**config.mk**
```make
export PLATFORM = sky130hd
export DESIGN_NAME = bridge_pwm
export DESIGN_NICKNAME = d
export VERILOG_FILES = /design/src/rtl/bridge_pkg.sv /design/src/rtl/bridge_deadtime.sv /design/src/rtl/bridge_pwm.sv
export SDC_FILE = /design/constraint.sdc
export NUM_CORES = 1
export LEC_CHECK = 0
export ABC_AREA = 0
export CORE_AREA = 2 2 96 168
export CTS_BUF_LIST = sky130_fd_sc_hd__clkbuf_8
export DETAILED_ROUTE_END_ITERATION = 8
export DIE_AREA = 0 0 98 170
export HOLD_SLACK_MARGIN = 0.05
export PLACE_DENSITY = 0.48
export SYNTH_ARGS = -nofsm -noshare
export SYNTH_HDL_FRONTEND = slang
export SYNTH_SLANG_ARGS = --single-unit
```
**constraint.sdc**
```tcl
create_clock -name clk -period 3.4 [get_ports clk]
set_input_delay 0.51 -clock clk [delete_from_list [all_inputs] [get_ports clk]]
set_output_delay 0.51 -clock clk [all_outputs]
set_load 0.005 [all_outputs]
```
**src/rtl/bridge_pkg.sv**
```systemverilog
// Shared constants for the bridge_pwm slice: dead-time state encoding,
// default widths and PWM period constants derived from the 12 MHz system clock.
package bridge_pkg;

   localparam int unsigned W_DEF        = 16;
   localparam int unsigned DEADTIME_DEF = 4;
   localparam int unsigned DT_CNT_W     = 8;

   localparam int unsigned CLK_FREQ     = 12_000_000;

   // Centre-aligned: one PWM period is 2P clocks
   function automatic int unsigned period_for(input int unsigned f_hz);
      return CLK_FREQ / (2 * f_hz);
   endfunction

   localparam int unsigned PERIOD_15K   = CLK_FREQ / (2 * 15_000);
   localparam int unsigned PERIOD_20K   = CLK_FREQ / (2 * 20_000);
   localparam int unsigned PERIOD_25K   = CLK_FREQ / (2 * 25_000);

   localparam logic [1:0] DT_OFF = 2'd0;
   localparam logic [1:0] DT_HI  = 2'd1;
   localparam logic [1:0] DT_LO  = 2'd2;

endpackage

```
**src/rtl/bridge_deadtime.sv**
```systemverilog
// One bridge leg: registered compare, then complementary gate outputs.
// BRIDGE_PWM_DEADTIME_EN selects the dead-time state machine; otherwise gates are direct complements.
module bridge_deadtime
   import bridge_pkg::*;
#(
   parameter int unsigned W        = W_DEF,
   parameter int unsigned DEADTIME = DEADTIME_DEF
)(
   input  logic         clk,
   input  logic         reset_n,
   input  logic         run_i,
   input  logic [W-1:0] cnt_i,
   input  logic [W-1:0] cmp_i,
   output logic         hi_o,
   output logic         lo_o
);

   if (DEADTIME < 1 || DEADTIME > 255) begin : g_bad_deadtime
      $error("bridge_deadtime: DEADTIME must be within 1..255");
   end

   logic r_raw;
   logic r_hi;
   logic r_lo;

   // Compare keeps tracking while stopped so the first gate after enable is correct
   always_ff @(posedge clk) begin
      if (!reset_n) begin
         r_raw <= 1'b0;
      end else begin
         r_raw <= (cnt_i < cmp_i);
      end
   end

`ifdef BRIDGE_PWM_DEADTIME_EN
   localparam logic [DT_CNT_W-1:0] DT_LOAD = DT_CNT_W'(DEADTIME - 1);

   logic                r_raw_d;
   logic [1:0]          r_state;
   logic [1:0]          w_state_nxt;
   logic [DT_CNT_W-1:0] r_dt_cnt;
   logic [DT_CNT_W-1:0] w_dt_cnt_nxt;

   always_ff @(posedge clk) begin
      if (!reset_n) begin
         r_state  <= DT_OFF;
         r_dt_cnt <= DT_LOAD;
         r_raw_d  <= 1'b0;
         r_hi     <= 1'b0;
         r_lo     <= 1'b0;
      end else begin
         r_state  <= w_state_nxt;
         r_dt_cnt <= w_dt_cnt_nxt;
         r_raw_d  <= r_raw;
         r_hi     <= (w_state_nxt == DT_HI);
         r_lo     <= (w_state_nxt == DT_LO);
      end
   end

   // Any raw edge (or a stop) drops both gates and restarts the off-time
   always_comb begin
      w_state_nxt  = r_state;
      w_dt_cnt_nxt = r_dt_cnt;
      if (!run_i || (r_raw != r_raw_d)) begin
         w_state_nxt  = DT_OFF;
         w_dt_cnt_nxt = DT_LOAD;
      end else begin
         case (r_state)
            DT_OFF: begin
               if (r_dt_cnt == '0) begin
                  w_state_nxt = r_raw ? DT_HI : DT_LO;
               end else begin
                  w_dt_cnt_nxt = r_dt_cnt - DT_CNT_W'(1);
               end
            end
            DT_HI, DT_LO: w_state_nxt = r_state;
            default: begin
               w_state_nxt  = DT_OFF;
               w_dt_cnt_nxt = DT_LOAD;
            end
         endcase
      end
   end
`else
   always_ff @(posedge clk) begin
      if (!reset_n) begin
         r_hi <= 1'b0;
         r_lo <= 1'b0;
      end else begin
         r_hi <= run_i & r_raw;
         r_lo <= run_i & ~r_raw;
      end
   end
`endif

   assign hi_o = r_hi;
   assign lo_o = r_lo;

endmodule

```
**src/rtl/bridge_pwm.sv**
```systemverilog
// Multi-channel centre-aligned PWM for bridge FET stages: shared triangle counter,
// valley-updated shadow registers, per-channel gate pairs (dead-time via BRIDGE_PWM_DEADTIME_EN).
module bridge_pwm
   import bridge_pkg::*;
#(
   parameter int unsigned N_CH     = 2,
   parameter int unsigned W        = W_DEF,
   parameter int unsigned DEADTIME = DEADTIME_DEF
)(
   input  logic              clk,
   input  logic              reset_n,
   input  logic              enable_i,
   input  logic [W-1:0]      period_i,
   input  logic [N_CH*W-1:0] cmp_i,
   output logic [N_CH-1:0]   hi_o,
   output logic [N_CH-1:0]   lo_o,
   output logic              sync_o,
   output logic [W-1:0]      cnt_o
);

   logic [W-1:0]           r_cnt;
   logic                   r_dir_up;
   logic [W-1:0]           r_per_sh;
   logic [N_CH-1:0][W-1:0] r_cmp_sh;
   logic                   r_sync;

   logic [W-1:0]           w_cnt_nxt;
   logic                   w_dir_nxt;
   logic                   w_valley;
   logic                   w_run;
   logic                   w_load;

   assign w_valley = (r_cnt == '0);
   assign w_run    = enable_i && (r_per_sh >= W'(2));
   assign w_load   = w_valley || !enable_i;

   // Turnaround at P keeps P = 2^W-1 legal without wrap
   always_comb begin
      w_cnt_nxt = '0;
      w_dir_nxt = 1'b1;
      if (w_run) begin
         if (w_valley) begin
            w_cnt_nxt = W'(1);
            w_dir_nxt = 1'b1;
         end else if (r_dir_up) begin
            if (r_cnt >= r_per_sh) begin
               w_cnt_nxt = r_cnt - W'(1);
               w_dir_nxt = 1'b0;
            end else begin
               w_cnt_nxt = r_cnt + W'(1);
               w_dir_nxt = 1'b1;
            end
         end else begin
            w_cnt_nxt = r_cnt - W'(1);
            w_dir_nxt = 1'b0;
         end
      end
   end

   always_ff @(posedge clk) begin
      if (!reset_n) begin
         r_cnt    <= '0;
         r_dir_up <= 1'b1;
         r_per_sh <= '0;
         r_cmp_sh <= '0;
         r_sync   <= 1'b0;
      end else begin
         r_cnt    <= w_cnt_nxt;
         r_dir_up <= w_dir_nxt;
         r_sync   <= w_run && w_valley;
         if (w_load) begin
            r_per_sh <= period_i;
            r_cmp_sh <= cmp_i;
         end
      end
   end

   for (genvar g = 0; g < N_CH; g++) begin : g_ch
      bridge_deadtime #(
         .W        (W),
         .DEADTIME (DEADTIME)
      ) u_deadtime (
         .clk     (clk),
         .reset_n (reset_n),
         .run_i   (w_run),
         .cnt_i   (r_cnt),
         .cmp_i   (r_cmp_sh[g]),
         .hi_o    (hi_o[g]),
         .lo_o    (lo_o[g])
      );
   end

   assign sync_o = r_sync;
   assign cnt_o  = r_cnt;

endmodule

```
Fig. 1: run 1, cell sizes after repair
Scale bar: 20 um.
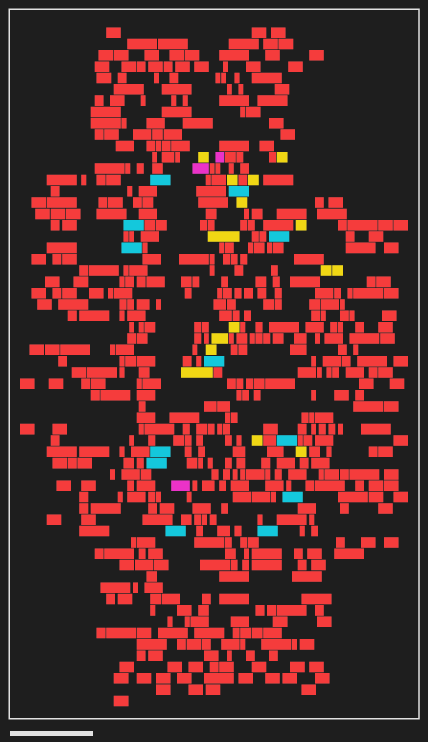
Key: cyan = drive 6 and up [cells 12, share 2.1%, most used clkbuf_8]; red = drive 1 or less [cells 536, share 95%, most used dfxtp_1]; yellow = drive 3 to 4 [cells 15, share 2.7%, most used buf_4]; magenta = drive 2 [cells 3, share 0.53%]

Fig. 2: run 1, metal 1
Scale bar: 20 um. Supply wires on this layer in grey. Cells faint in the background.
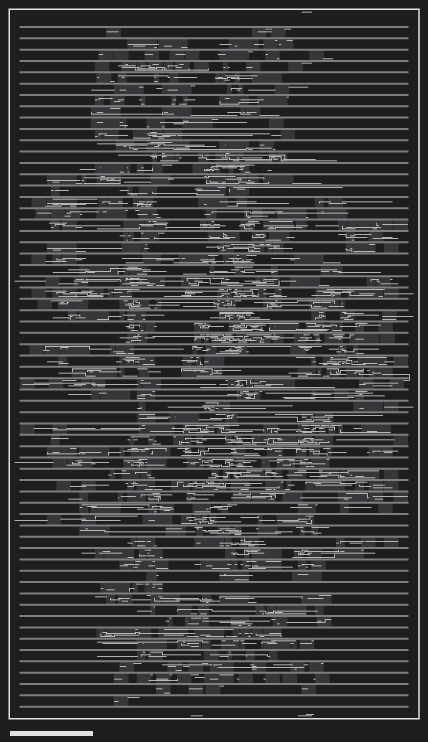
The wires run mostly horizontal. The longest straight run is 29.9 um. 601 nets have wire on it. The layer holds 39% of the routed length. The layer carries 4690 um of wire.
Vias: 3656
met1 usage: 15.3%

Fig. 3: run 1, routing congestion map
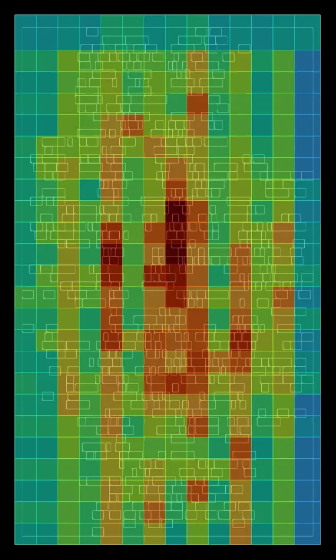
busiest grt layer: met2
met3 Usage GRT: 2.30%
Tot GR Track Use: 14.7%

==> summary.txt, run 1 <==
impl run done, here's what came out: Detailed Routing Iterations Pass 1 4, reg-to-reg setup timing slack about 0.49 ns, reg2reg start cnt_o[13], Post-CTS Setup Inserts 0, layout cell share with drive strength beyond 1 roughly 5.3%, Post-Syn Nets 590, post-route minimum period between 2 and 3 ns, register area between 1000 and 1500 um^2, Setup Skew between 0.004 and 0.005 ns, RSZ-0062 raised after global routing no, top logic cells by instance count in the layout dfxtp_1 (72), clkdlybuf4s50_1 (71), inv_1 (58), global-route wire length before repair ~19000 um, CP Capture Type flip-flop, most used cell, CP o21ai_0, CP max stage delay ~0.65 ns, Congestion Overflow GR 0, flip-flops with a built-in enable 0, Slew HR about three fifths, Mean Syn Cell Area between 8 and 9 um^2, # Max-Cap Violations 0, # nets final about 660, run status finished clean, largest net degree at the start of global routing 51, Slew @ Worst Pin between 0.5 and 0.6 ns, period utilization between 80% and 90%, # diodes 0, clock slew at reported path FFs about 0.07 ns, VDD IR max ~0.13 mV, Die Ht roughly 170 um, Post-DP Area 5250 um^2, Num CTS Buffers 9, pwr dens approximately 340 nW/um^2, worst path arrival time roughly 3.2 ns, Synth Register Bits approximately 72, die area between 15000 and 20000 um^2, tool warnings 28, Synth Cell Area around 4400 um^2, Worst path slowest cell dfxtp_1, vias in the first global route 3655, CP Cell Sequence ha_1 > and3_1 > o21ai_0 > o2111ai_1 > buf_4 > nor4_1 > o21ai_0 > nor3b_1, total power draw about 1.8 mW, combinational gate area approximately 2600 um^2, CTS Buffer Depth 2, hold path cells 1
[run 1: registers in the layout (all words and copies together), names as in the netlist]
register	cells
r_cmp_sh	32
cnt_o	16
r_per_sh	16
g_ch.u_deadtime.hi_o	2
g_ch.u_deadtime.lo_o	2
g_ch.u_deadtime.r_raw	2
r_dir_up	1
sync_o	1
[run 1: how the worst max path moves through the flow]
stage,start,end,cells past startpoint
after global placement,cnt_o[13],cnt_o[6],8
final,cnt_o[13],cnt_o[6],8
after global routing,cnt_o[13],cnt_o[6],8
after floorplan,cnt_o[0],cnt_o[12],8
after CTS,cnt_o[13],cnt_o[6],8
after detailed placement,cnt_o[13],cnt_o[6],8
[run 1: logic make-up (layout without fill, tap and decap cells)]
family | Yosys count | in the layout | synth area share, %
xor gates and xnor gates | 1 | 1 | 0.201
DFF | 72 | 72 | 33.1
adders and majority gates | 49 | 49 | 14.1
and+or+nand+nor | 175 | 175 | 23.3
muxes | 49 | 49 | 11.3
AOI/OAI and AO/OA | 67 | 67 | 9.93
buffers and inverters | 77 | 153 | 8.18
[run 1: synthesized netlist by cell type, drive strengths merged, types with 3 or more instances]
| cell type | n | share of area (%) |
|---|---|---|
| a211oi | 4 | 0.69 |
| a21o | 11 | 1.9 |
| a21oi | 19 | 2.2 |
| and4 | 4 | 0.80 |
| buf | 10 | 2.4 |
| clkbuf | 11 | 0.95 |
| dfxtp | 72 | 33 |
| ha | 49 | 14 |
| inv | 56 | 4.8 |
| mux2i | 48 | 11 |
| nand2 | 21 | 1.9 |
| nand2b | 7 | 1.0 |
| nand3 | 16 | 1.8 |
| nand4 | 10 | 1.8 |
| nor2 | 20 | 1.7 |
| nor2b | 48 | 6.9 |
| nor3 | 21 | 2.4 |
| nor3b | 10 | 1.7 |
| nor4 | 9 | 1.8 |
| o21a | 5 | 0.86 |
| o21ai | 16 | 1.8 |
| or3 | 3 | 0.43 |
[run 1: metrics by stage]
step / util, % / std cells
after floorplan: - / 490
after global placement: 34.4 / 738
after detailed placement: 34.4 / 738
after CTS: 35.6 / 752
after global routing: 35.6 / 752
final: 35.6 / 752
[run 1: final cells by class]
cell class	count	share of cell area (%)
inverters	56	3.88
clock inverters	2	0.139
multi-input cells	341	47.3
well taps	186	4.29
repair buffers	83	14.8
clock buffers	12	3.05
flip-flops and latches	72	26.6
[run 1: report_power, final]
group          total [mW]  switching, mW  internal [mW]
clock network       0.621          0.309          0.312
logic               0.301          0.137          0.164
registers           0.920         0.0311          0.888
total                1.84          0.477           1.36
[run 1: routing by layer]
layer	vias to the layer above	share of wire, %
li1	1847	-
met4	0	3.9
met5	-	0
met1	1717	39
met3	23	2.5
met2	69	54
==> run 1 -> run 2 <==
CAP_MARGIN = 20   (was unset)
Fig. 4: run 2, cell sizes after repair
Scale bar: 20 um.
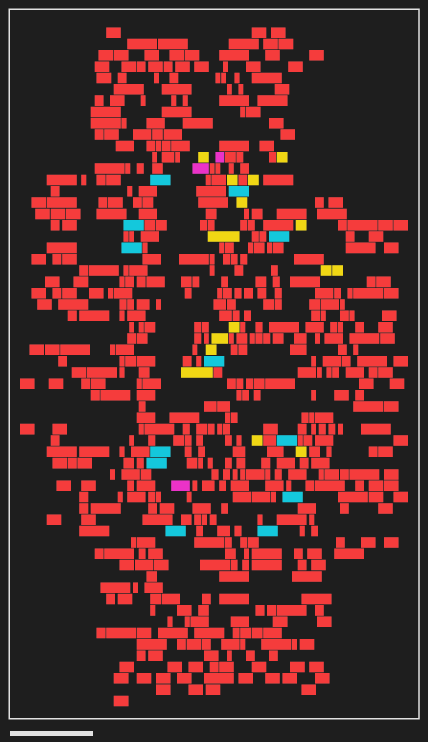
Key: red = drive 1 or less [cells 536, share 95%, most used dfxtp_1]; yellow = drive 3 to 4 [cells 15, share 2.7%, most used buf_4]; cyan = drive 6 and up [cells 12, share 2.1%, most used clkbuf_8]; magenta = drive 2 [cells 3, share 0.53%]
Final Worst Setup Slack: 0.486 ns
bufs w/o clock: 83
synthesis-to-layout area growth: 24.3%

==> run 2 against run 1 <==
  * Sequential power about the same
  * Maximum frequency did not move
  * Setup slack unchanged
  * Via count is the same
  * Cell count is the same
  * Area after synthesis stayed put
  * Die area unchanged
  * Wire length unchanged
  * Design area is the same
  * Count of clock-buffer cells in the layout unchanged
  * Non-clock buffer count unchanged
  * Global-route usage is the same
  * Critical path type unchanged
  * Critical endpoint unchanged
==> summary.txt, run 2 <==
impl run done, here's what came out: run status finished clean, Biggest register r_cmp_sh, worst path arrival time roughly 3.2 ns, Post-Syn Nets around 600, RSZ-0062 raised after global routing no, Worst path slowest cell dfxtp_1, flip-flops with a built-in enable 0, pwr dens 340 nW/um^2, Vias about 3700, tool warnings 28, Slew HR between 60% and 70%, Die Ht 170 um, largest net degree at the start of global routing roughly 50, WP depth 8, most used cell, CP o21ai_0, hold path cells 1, top logic cells by instance count in the layout dfxtp_1 (72), clkdlybuf4s50_1 (71), inv_1 (58), Post-CTS Setup Inserts 0, largest area contributor in the netlist dfxtp_1, Num CTS Buffers 9, total power draw 1.84 mW
## run 2: cell counts after synthesis
No cell type changed its count.
## run 2: layer usage
layer / up-vias / global-route usage [%] / share of wire [%]
met2: 69 / 27.8 / 54
li1: 1847 / - / -
met5: - / 0 / 0
met1: 1717 / 15.3 / 39
met3: 23 / 2.30 / 2.5
met4: 0 / 7.61 / 3.9
## run 2: cells by family after synthesis
| group | after synthesis | share of synthesized area (%) |
|---|---|---|
| AND-OR/OR-AND | 67 | 9.93 |
| XOR/XNOR | 1 | 0.201 |
| adder cells (fa/ha/maj) | 49 | 14.1 |
| buffers and inverters | 77 | 8.18 |
| flip-flops | 72 | 33.1 |
| multiplexers | 49 | 11.3 |
| AND/OR/NAND/NOR | 175 | 23.3 |
## run 2: worst paths after layout
kind / to / slack (ns)
worst min-delay path: g_ch[1].u_deadtime.lo_o / 0.42
worst min register to register: g_ch[1].u_deadtime.lo_o / 0.42
worst max-delay path: cnt_o[6] / 0.49
worst max register to register: cnt_o[6] / 0.49
## run 2: cell type report
type	count	area [um^2]
Sequential cell	72	1440
Multi-Input combinational cell	341	2560
Tap cell	186	233
Timing Repair Buffer	83	801
Clock inverter	2	7.51
Fill cell	1614	9820
Inverter	56	210
Clock buffer	12	165
## run 2: worst reg2reg max path: stages, from the launching register on
cell,delay (ns)
dfxtp_1,0.65
ha_1,0.35
and3_1,0.18
o21ai_0,0.28
o2111ai_1,0.32
buf_4,0.28
nor4_1,0.44
o21ai_0,0.13
nor3b_1,0.17
## run 2: per-stage QoR
stage          setup slack [ns]  instance area, um^2
2_1_floorplan             0.939                 4360
3_3_place_gp              0.560                 5250
3_5_place_dp              0.544                 5250
4_1_cts                   0.521                 5420
5_1_grt                   0.287                 5420
6_report                  0.486                 5420
## run 2: report_power, final
part	total [mW]	internal, mW	switching, mW
logic	0.301	0.164	0.137
registers	0.920	0.888	0.0311
clock network	0.621	0.312	0.309
total	1.84	1.36	0.477
Fig. 5: run 2, routing congestion map
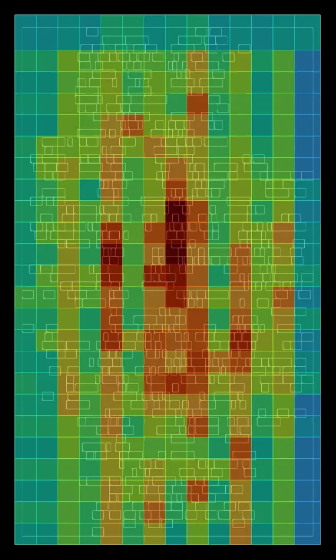

==> run 2 -> run 3 <==
CORE_AREA = 2 2 97 169   (was 2 2 96 168)
DIE_AREA = 0 0 99 171   (was 0 0 98 170)
GPL_TIMING_DRIVEN = 0   (was unset)
SETUP_SLACK_MARGIN = 0.5   (was unset)
SYNTH_HIERARCHICAL = 1   (was unset)
Fig. 6: run 3, routing congestion map
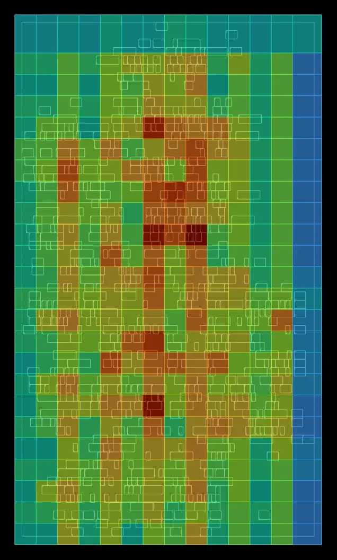
Finished Core Util: 35.6%
met3 Usage GRT: 2.49%
met1 usage: 17.8%
WL per Instance: 15.5 um
GRT met2 Usage: 28.4%

==> run 3 against run 2 <==
  * Register-to-register slack improved by 0.25 ns
  * Core utilization about the same
  * Synthesized cell count grew 14%
  * Critical path depth rose by 2
  * Clock skew grew 0.0097 ns
  * Area after synthesis up 1.3%
  * First-iteration DRC count increased by 18%
  * Global-route usage increased by 1.0 points
  * Critical endpoint is now cnt_o[1]
  * Largest power group unchanged
==> summary.txt, run 3 <==
impl run done, here's what came out: run status finished clean, Synth Register Bits a little over 70, flip-flops with a built-in enable 0, Detailed Routing Iterations Pass 1 5, Congestion Overflow GR 0, RSZ-0062 raised after global routing no, reg2reg start cnt_o[0], biggest area cells dfxtp_1 (33%), ha_1 (14%), nand2_1 (10%), post-route minimum period 2.66 ns, Synth Cell Area between 4000 and 5000 um^2, vias in the first global route 4183, Num CTS Buffers 9, reg-to-reg setup timing slack 0.74 ns, pwr dens about 330 nW/um^2, clock slew at reported path FFs 0.09 ns, Tot GR Track Use between 10% and 20%, largest area contributor in the netlist dfxtp_1, Reg2Reg Capture Point cnt_o[1], layout cell share with drive strength beyond 1 about 5.6%, Post-Syn Nets around 660
run 3: power breakdown:
group,internal [mW],switching [mW],total (mW)
combinational,0.157,0.153,0.309
sequential,0.890,0.0332,0.923
clock,0.264,0.351,0.616
total,1.31,0.537,1.85
run 3: final cells by class:
class                      count  area (um^2)
clock buffer                   9          124
multi-input combinational    406         2660
buffer                        28          131
inverter                      51          191
fill                        1667        10100
tap                          189          236
timing repair buffer          74          733
sequential                    72         1440
clock inverter                 7         50.0
run 3: worst max-delay path by stage:
stage / startpoint / end / depth (start not counted)
after floorplan: cnt_o[0] / cnt_o[1] / 9
after CTS: cnt_o[0] / cnt_o[10] / 10
after global routing: cnt_o[4] / r_per_sh[3] / 9
after detailed placement: cnt_o[0] / cnt_o[6] / 8
after global placement: cnt_o[0] / cnt_o[6] / 8
final: cnt_o[0] / cnt_o[1] / 10
run 3: timing repair:
action | in CTS | in global routing
endpoints found under the hold margin | 0 | 0
setup endpoints to repair | 16 | 5
setup buffers | 3 | 0
pin swaps | 1 | 0
resized | 1 | 4
run 3: through the flow:
stage          hold slack [ns]  utilization (%)  instances  power [mW]
6_report                 0.417             35.6        836        1.85
5_1_grt                  0.437             35.6        836        1.96
4_1_cts                  0.427             35.5        836        1.88
3_5_place_dp             0.415             34.3        817        1.25
3_3_place_gp             0.414             34.3        817        1.25
2_1_floorplan            0.382                -        557        1.12
run 3: kinds of logic after synthesis:
logic type,Yosys count,synth area share [%]
xor+xnor,1,0.198
compound gates,124,20.5
fa+ha+maj,49,13.9
flops,72,32.7
simple gates,232,25.5
buf+inv,79,7.28
run 3: critical path: cells and delay by family (launching register included):
kind	cells	cell delay [ns]
compound gates	3	0.90
xor+xnor	1	0.15
fa+ha+maj	1	0.30
buf+inv	3	0.49
flops	1	0.49
simple gates	2	0.20
run 3: metal layers:
metal | wire length (um) | part of all wire (%) | vias up | GRT usage, %
met5 | 0 | 0 | - | 0
met4 | 425 | 3.3 | 0 | 7.44
met3 | 467 | 3.6 | 25 | 2.49
met2 | 6550 | 50 | 108 | 28.4
met1 | 5550 | 43 | 1920 | 17.8
li1 | - | - | 2118 | -
Power figures rest on the tool's default switching activity, not on a simulated workload.
